### config.mk
export PLATFORM = sky130hd
export DESIGN_NAME = pc_control_flat
export DESIGN_NICKNAME = d
export VERILOG_FILES = /design/src/rtl/pc_control_if.sv /design/src/rtl/pc_control.sv /design/src/flat_wrapper.sv
export SDC_FILE = /design/constraint.sdc
export NUM_CORES = 1
export LEC_CHECK = 0
export CORE_MARGIN = 3
export CORE_UTILIZATION = 46
export CTS_CLUSTER_DIAMETER = 100
export DETAILED_ROUTE_END_ITERATION = 6
export PLACE_DENSITY_LB_ADDON = 0.3
export SLEW_MARGIN = 20
export SYNTH_ARGS = -nofsm -noshare
export SYNTH_HDL_FRONTEND = slang
export SYNTH_SLANG_ARGS = --single-unit
### constraint.sdc
create_clock -name i_clk -period 5.1 [get_ports i_clk]
set_clock_uncertainty 0.1 [all_clocks]
set_input_delay 1.53 -clock i_clk [delete_from_list [all_inputs] [get_ports i_clk]]
set_output_delay 1.53 -clock i_clk [all_outputs]
set_load 0.01 [all_outputs]
### src/rtl/pc_control_if.sv
// Request/response bundle between the pipeline and the PC sequencing controller.
// The pipeline side (master) raises hazard, redirect, exception and interrupt
// requests; the controller (slave) answers with the fetch-control word every
// cycle. There is no valid/ready pair: every field is sampled or driven on
// every clock, and the level of each request input is the request itself.
interface pc_control_if;
  logic       stall;
  logic       inst_is_32;
  logic       ret_taken;
  logic       call_taken;
  logic       exc_req;
  logic [1:0] exc_code;
  logic       int_req;
  logic [2:0] int_index;

  logic [1:0] pc_select;
  logic [3:0] pc_place;
  logic [2:0] index;
  logic       flush_if;
  logic       int_ack;
  logic       busy;

  modport master (
    output stall, inst_is_32, ret_taken, call_taken,
    output exc_req, exc_code, int_req, int_index,
    input  pc_select, pc_place, index, flush_if, int_ack, busy
  );

  modport slave (
    input  stall, inst_is_32, ret_taken, call_taken,
    input  exc_req, exc_code, int_req, int_index,
    output pc_select, pc_place, index, flush_if, int_ack, busy
  );
endinterface

### src/rtl/pc_control.sv
// PC sequencing controller upstream of fetch. Runs the reset-vector boot,
// exception and interrupt vectoring (vector, then load the stored address),
// the pre-interrupt drain window, and the RUN-state priority arbitration of
// exception > ret > call/jump > interrupt > stall > sequential.
module pc_control #(
  parameter int DRAIN_CYCLES = 2
) (
  input  logic             i_clk,
  input  logic             i_rst,
  pc_control_if.slave      bus,
  output logic [2:0]       o_dbg_state
);

  typedef enum logic [2:0] {
    RST_VEC   = 3'd0,
    RST_LOAD  = 3'd1,
    RUN       = 3'd2,
    INT_DRAIN = 3'd3,
    INT_VEC   = 3'd4,
    EXC_VEC   = 3'd5,
    VEC_LOAD  = 3'd6
  } state_t;

  // pc_place codes understood by fetch
  localparam logic [3:0] PLACE_NONE   = 4'b0000;
  localparam logic [3:0] PLACE_ZERO   = 4'b0001;
  localparam logic [3:0] PLACE_EXC0   = 4'b0010;
  localparam logic [3:0] PLACE_EXC1   = 4'b0011;
  localparam logic [3:0] PLACE_EXC2   = 4'b0100;
  localparam logic [3:0] PLACE_IVT    = 4'b0101;
  localparam logic [3:0] PLACE_RET    = 4'b0110;
  localparam logic [3:0] PLACE_CALL   = 4'b0111;
  localparam logic [3:0] PLACE_MEMLD  = 4'b1000;

  localparam logic [1:0] SEL_HOLD = 2'b00;
  localparam logic [1:0] SEL_P1   = 2'b01;
  localparam logic [1:0] SEL_P2   = 2'b10;

  localparam logic [3:0] DRAIN_INIT = 4'(DRAIN_CYCLES);

  state_t     r_state;
  state_t     w_next_state;
  logic [3:0] r_drain;
  logic [2:0] r_index;
  logic       r_int_ack;
  logic [1:0] r_exc_code;

  logic [3:0] w_pc_place;
  logic [1:0] w_pc_select;
  logic       w_flush;
  logic       w_take_int;
  logic       w_take_exc;

  // State register; any reset lands in the boot vector immediately.
  always_ff @(posedge i_clk or posedge i_rst) begin
    if (i_rst) r_state <= RST_VEC;
    else       r_state <= w_next_state;
  end

  // Interrupt bookkeeping: index and drain count latched on detect, the
  // acknowledge is high only in the cycle right after the detect cycle.
  always_ff @(posedge i_clk or posedge i_rst) begin
    if (i_rst) begin
      r_index   <= '0;
      r_drain   <= '0;
      r_int_ack <= 1'b0;
    end else begin
      r_int_ack <= w_take_int;
      if (w_take_int) begin
        r_index <= bus.int_index;
        r_drain <= DRAIN_INIT;
      end else if (r_state == INT_DRAIN) begin
        r_drain <= r_drain - 4'd1;
      end
    end
  end

  // Exception cause is captured on detect so EXC_VEC ignores later input changes.
  always_ff @(posedge i_clk or posedge i_rst) begin
    if (i_rst)           r_exc_code <= '0;
    else if (w_take_exc) r_exc_code <= bus.exc_code;
  end

  // Next-state and fetch-control decode; outside RUN the outputs follow state only.
  always_comb begin
    w_next_state = r_state;
    w_pc_place   = PLACE_NONE;
    w_pc_select  = SEL_HOLD;
    w_flush      = 1'b0;
    w_take_int   = 1'b0;
    w_take_exc   = 1'b0;
    case (r_state)
      RST_VEC: begin
        w_pc_place   = PLACE_ZERO;
        w_flush      = 1'b1;
        w_next_state = RST_LOAD;
      end
      RST_LOAD: begin
        w_pc_place   = PLACE_MEMLD;
        w_flush      = 1'b1;
        w_next_state = RUN;
      end
      RUN: begin
        if (bus.exc_req) begin
          w_flush      = 1'b1;
          w_take_exc   = 1'b1;
          w_next_state = EXC_VEC;
        end else if (bus.ret_taken) begin
          w_pc_place = PLACE_RET;
          w_flush    = 1'b1;
        end else if (bus.call_taken) begin
          w_pc_place = PLACE_CALL;
          w_flush    = 1'b1;
        end else if (bus.int_req) begin
          w_flush      = 1'b1;
          w_take_int   = 1'b1;
          w_next_state = (DRAIN_INIT == 4'd0) ? INT_VEC : INT_DRAIN;
        end else if (bus.stall) begin
          w_pc_select = SEL_HOLD;
        end else begin
          w_pc_select = bus.inst_is_32 ? SEL_P2 : SEL_P1;
        end
      end
      INT_DRAIN: begin
        w_flush = 1'b1;
        // counter is never 0 here, the <= guards against a stray value
        if (r_drain <= 4'd1) w_next_state = INT_VEC;
      end
      INT_VEC: begin
        w_pc_place   = PLACE_IVT;
        w_flush      = 1'b1;
        w_next_state = VEC_LOAD;
      end
      EXC_VEC: begin
        w_flush      = 1'b1;
        w_next_state = VEC_LOAD;
        case (r_exc_code)
          2'b00:   w_pc_place = PLACE_EXC0;
          2'b01:   w_pc_place = PLACE_EXC1;
          default: w_pc_place = PLACE_EXC2;
        endcase
      end
      VEC_LOAD: begin
        w_pc_place   = PLACE_MEMLD;
        w_next_state = RUN;
      end
      default: begin
        w_pc_place   = PLACE_ZERO;
        w_flush      = 1'b1;
        w_next_state = RST_VEC;
      end
    endcase
  end

  assign bus.pc_place  = w_pc_place;
  assign bus.pc_select = w_pc_select;
  assign bus.flush_if  = w_flush;
  assign bus.index     = r_index;
  assign bus.int_ack   = r_int_ack;
  assign bus.busy      = (r_state != RUN);
  assign o_dbg_state   = r_state;

endmodule

### src/flat_wrapper.sv
// flat-port wrapper written by rule: the top's interface ports become plain ports
module pc_control_flat 
#(
  parameter int DRAIN_CYCLES = 2
)
  (i_clk, i_rst, o_dbg_state, bus_stall, bus_inst_is_32, bus_ret_taken, bus_call_taken, bus_exc_req, bus_exc_code, bus_int_req, bus_int_index, bus_pc_select, bus_pc_place, bus_index, bus_flush_if, bus_int_ack, bus_busy);
  pc_control_if bus_i ();
  input  logic i_clk;
  input  logic i_rst;
  output logic [2:0] o_dbg_state;
  input wire logic [$bits(bus_i.stall)-1:0] bus_stall;
  input wire logic [$bits(bus_i.inst_is_32)-1:0] bus_inst_is_32;
  input wire logic [$bits(bus_i.ret_taken)-1:0] bus_ret_taken;
  input wire logic [$bits(bus_i.call_taken)-1:0] bus_call_taken;
  input wire logic [$bits(bus_i.exc_req)-1:0] bus_exc_req;
  input wire logic [$bits(bus_i.exc_code)-1:0] bus_exc_code;
  input wire logic [$bits(bus_i.int_req)-1:0] bus_int_req;
  input wire logic [$bits(bus_i.int_index)-1:0] bus_int_index;
  output wire logic [$bits(bus_i.pc_select)-1:0] bus_pc_select;
  output wire logic [$bits(bus_i.pc_place)-1:0] bus_pc_place;
  output wire logic [$bits(bus_i.index)-1:0] bus_index;
  output wire logic [$bits(bus_i.flush_if)-1:0] bus_flush_if;
  output wire logic [$bits(bus_i.int_ack)-1:0] bus_int_ack;
  output wire logic [$bits(bus_i.busy)-1:0] bus_busy;
  assign bus_i.stall = bus_stall;
  assign bus_i.inst_is_32 = bus_inst_is_32;
  assign bus_i.ret_taken = bus_ret_taken;
  assign bus_i.call_taken = bus_call_taken;
  assign bus_i.exc_req = bus_exc_req;
  assign bus_i.exc_code = bus_exc_code;
  assign bus_i.int_req = bus_int_req;
  assign bus_i.int_index = bus_int_index;
  assign bus_pc_select = bus_i.pc_select;
  assign bus_pc_place = bus_i.pc_place;
  assign bus_index = bus_i.index;
  assign bus_flush_if = bus_i.flush_if;
  assign bus_int_ack = bus_i.int_ack;
  assign bus_busy = bus_i.busy;
  pc_control #(.DRAIN_CYCLES(DRAIN_CYCLES)) u_core (.i_clk(i_clk), .i_rst(i_rst), .bus(bus_i), .o_dbg_state(o_dbg_state));
endmodule
Fig. 1: routing congestion map
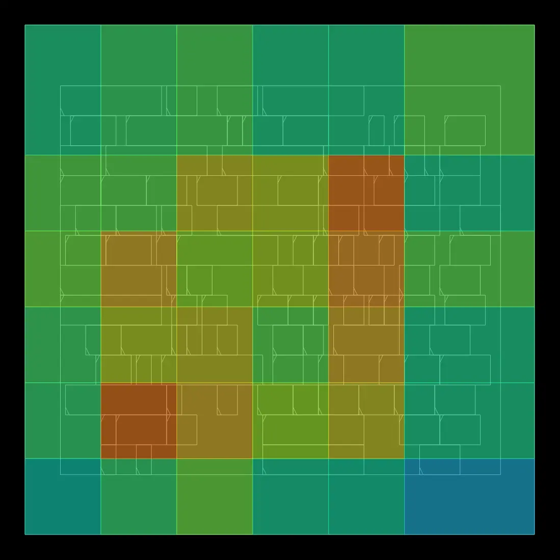
Finished Core Util: 0.738
wire per inst: 12.4 µm
Most Crowded Layer GR: met2
Total GRT Usage: 0.165
GR Util met3: 0.0234

Fig. 2: cell sizes after repair
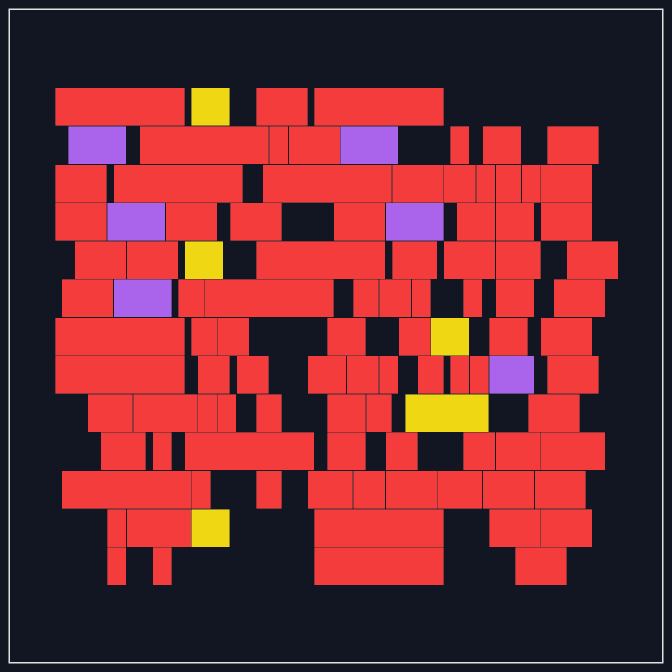
color	size	cells	share
red	drive 1 or less	92	89%
yellow	drive 3 to 4	5	4.9%
purple	drive 2	6	5.8%

Fig. 3: selected gate families
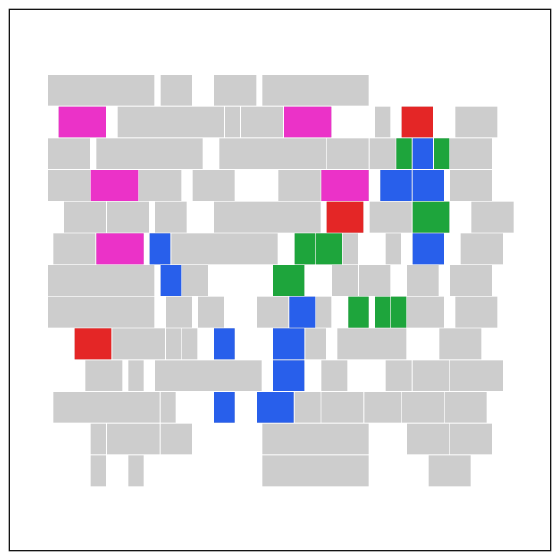
color	family	cells
magenta	multiplexers	5
red	AND-OR and OR-AND gates	3
blue	inverting AOI/OAI gates	12
green	NAND gates	9
Non-Filler Instances: 118
Comb area share: 0.356

==> results.toml <==
# synthesis and place-and-route metrics
[hold_path]
worstHoldStart = "u_core.r_exc_code[0]"
hold_end = "u_core.r_exc_code[0]"
hold_class = "reg2reg"
hold_depth = 1

[grt]
grt_use_met2 = 0.286
use_met1 = 0.203
grt_pass1_vias = 637
antenna_found_initial = 0
gr-total-overflow = 0
grt_max_degree = 14
grt_first_pass_wirelength_um = 2610

[synthesis]
ys_cells = 75
ys.flop_type = "dfrtp_1"
ys_sh_adder = 0.0334
synth_chip_area_um2 = 748
largest_area_cell = "dfrtp_1"
ys.flops = 13
yosysWarnings = 0
synth.top_cells.by_count = "13 x dfrtp_1, 6 x inv_1, 5 x mux2_2, 5 x nor2_1"
synth-xor-area-share = 0.0117
ys_sh_aoi = 0.137
synth-edff-count = 0
netlist.area_leader.share = 0.435
synthesis.area_um2 = 748
floorplan.nets = 90
syn_avg_cell_area_um2 = 9.98
netlist_instances = 75
area_leaders = "dfrtp_1 43%, mux2_2 7.5%, ha_1 3.3%, nor2b_1 3.3%, inv_1 3.0%"
top_cell = "dfrtp_1"
netlist_logic_family_top = "simple AND/OR/NAND/NOR gates"
synth.cellmix.simpleShare = 0.239
synthArstFlopShare = 1.00
mux_share = 0.0753
ys_seq_frac = 0.435
synth_cell_types = 32

[cts]
postCtsSetupRepairBufs = 0
numCtsBuffers = 3
ctsRootBufferMaster = "clkbuf_4"
clock_sinks = 13
clk_pin_slew_ns = 0.07
postCtsHoldBufs = 0
insertion_delay_ns = 0.27
cts_tree = "done"
clock_path_buffers = 2
cts.htree.levels = 1
cts.repair.resized = 0

[pwr]
switching_share = 0.380
p_sw_w = 0.000212
clockPowerShare = 0.108
pwr_density_cell_nw_per_um2 = 533
power_frac_seq = 0.366
p_total_w = 0.000557
internal-power_w = 0.000345
ir_drop_uv = 310
p_comb_frac = 0.526
p_leak_nw = 0.462

[job]
tool_warnings = 27
cap_violations = 0

[finish]
diodes = 0
buffers = 28
fillers = 106
final_cell_mix = "26 x clkdlybuf4s50_1, 13 x dfrtp_1, 6 x inv_1, 5 x mux2_2, 5 x nor2_1"
seq_share = 0.311
regMostFlops = "u_core.r_drain"
layout_top_cell = "clkdlybuf4s50_1"
nMultiInputCombCells = 52
combGateArea_um2 = 372
final_area_um2 = 1040
largest_reg_flops = 4
regArea_um2 = 325
clk_share = 0.0251
drive_above_1_share = 0.107
area_delta_synth_final_pct = 39.6
inv_count = 6
n_clock_buffer = 4
flops = 13
dominant_cells = "logic gates"
bufAreaShareNonClock = 0.268
fin_nets = 119

[final_timing]
post-route-period-util = 0.970
fmax_mhz = 202
final_max_slew_viol_count = 0
setup_slack_ns = 0.154
rsz0062_at_grt = "false"
worstMarginPinSlew_ns = 0.489
finalHoldViolCount = 0
fin_tns_setup_ns = 0
finalSetupViolCount = 0
hold_ws_ns = 0.404
period_needed_ns = 4.95
slew_headroom = 0.674

[placement]
gp_congestion = 0.770
hpwl_um = 1170
portBuffers = 27
place_inst = 114
preCtsSetupSlack_ns = 0.0947
dpl-instance-area_um2 = 1020

[floorplan]
dieArea_um2 = 2150
die_h_um = 46.3
fp_util = 0.529
taps = 15
rows = 13
num_io_pins = 28
die-width_um = 46.3
core-area_um2 = 1420

[critical_path]
end_kind = "output pin"
rrSetupSlack_ns = 3.12
endpoint = "bus_pc_select[0]"
crit_arrival_ns = 3.32
critPathRequiredTime_ns = 3.47
crit_type = "in2out"
rr_worst_depth = 3
worstPathMaxFanout = 4
cp-startpoint = "bus_ret_taken"
startpoint_type = "input pin"
timing.rr.end = "u_core.bus.index[2]"
reg2reg_from = "u_core.o_dbg_state[0]"

[run_status]
status = "completed"

[detailed_routing]
vias_per_cell = 5.49
postRouteAntennaNets = 0
vias = 648
routed_wl_um = 1460
dr.pass1.iters = 4
drtIter0Drc = 3
drc = 0
==> power groups by stage <==
stage / Sequential, W / Combinational [W] / Clock, W
2_1_floorplan: 0.000189 / 0.000199 / 0
3_3_place_gp: 0.000204 / 0.000287 / 0
3_5_place_dp: 0.000206 / 0.000295 / 0
4_1_cts: 0.000204 / 0.000297 / 0.0000630
5_1_grt: 0.000214 / 0.000330 / 0.0000694
6_report: 0.000204 / 0.000293 / 0.0000600
==> layer usage <==
| metal | part of all wire | up-vias |
|---|---|---|
| li1 | - | 327 |
| met1 | 0.42 | 295 |
| met2 | 0.48 | 24 |
| met3 | 0.088 | 2 |
| met4 | 0.012 | 0 |
| met5 | 0 | - |
==> worst max-delay path, cell delays in order <==
cell and delay (ns):
clkdlybuf4s50_1 0.45, or4_1 0.57, nor4_1 0.19, clkdlybuf4s50_1 0.58
Power figures rest on the tool's default switching activity, not on a simulated workload.
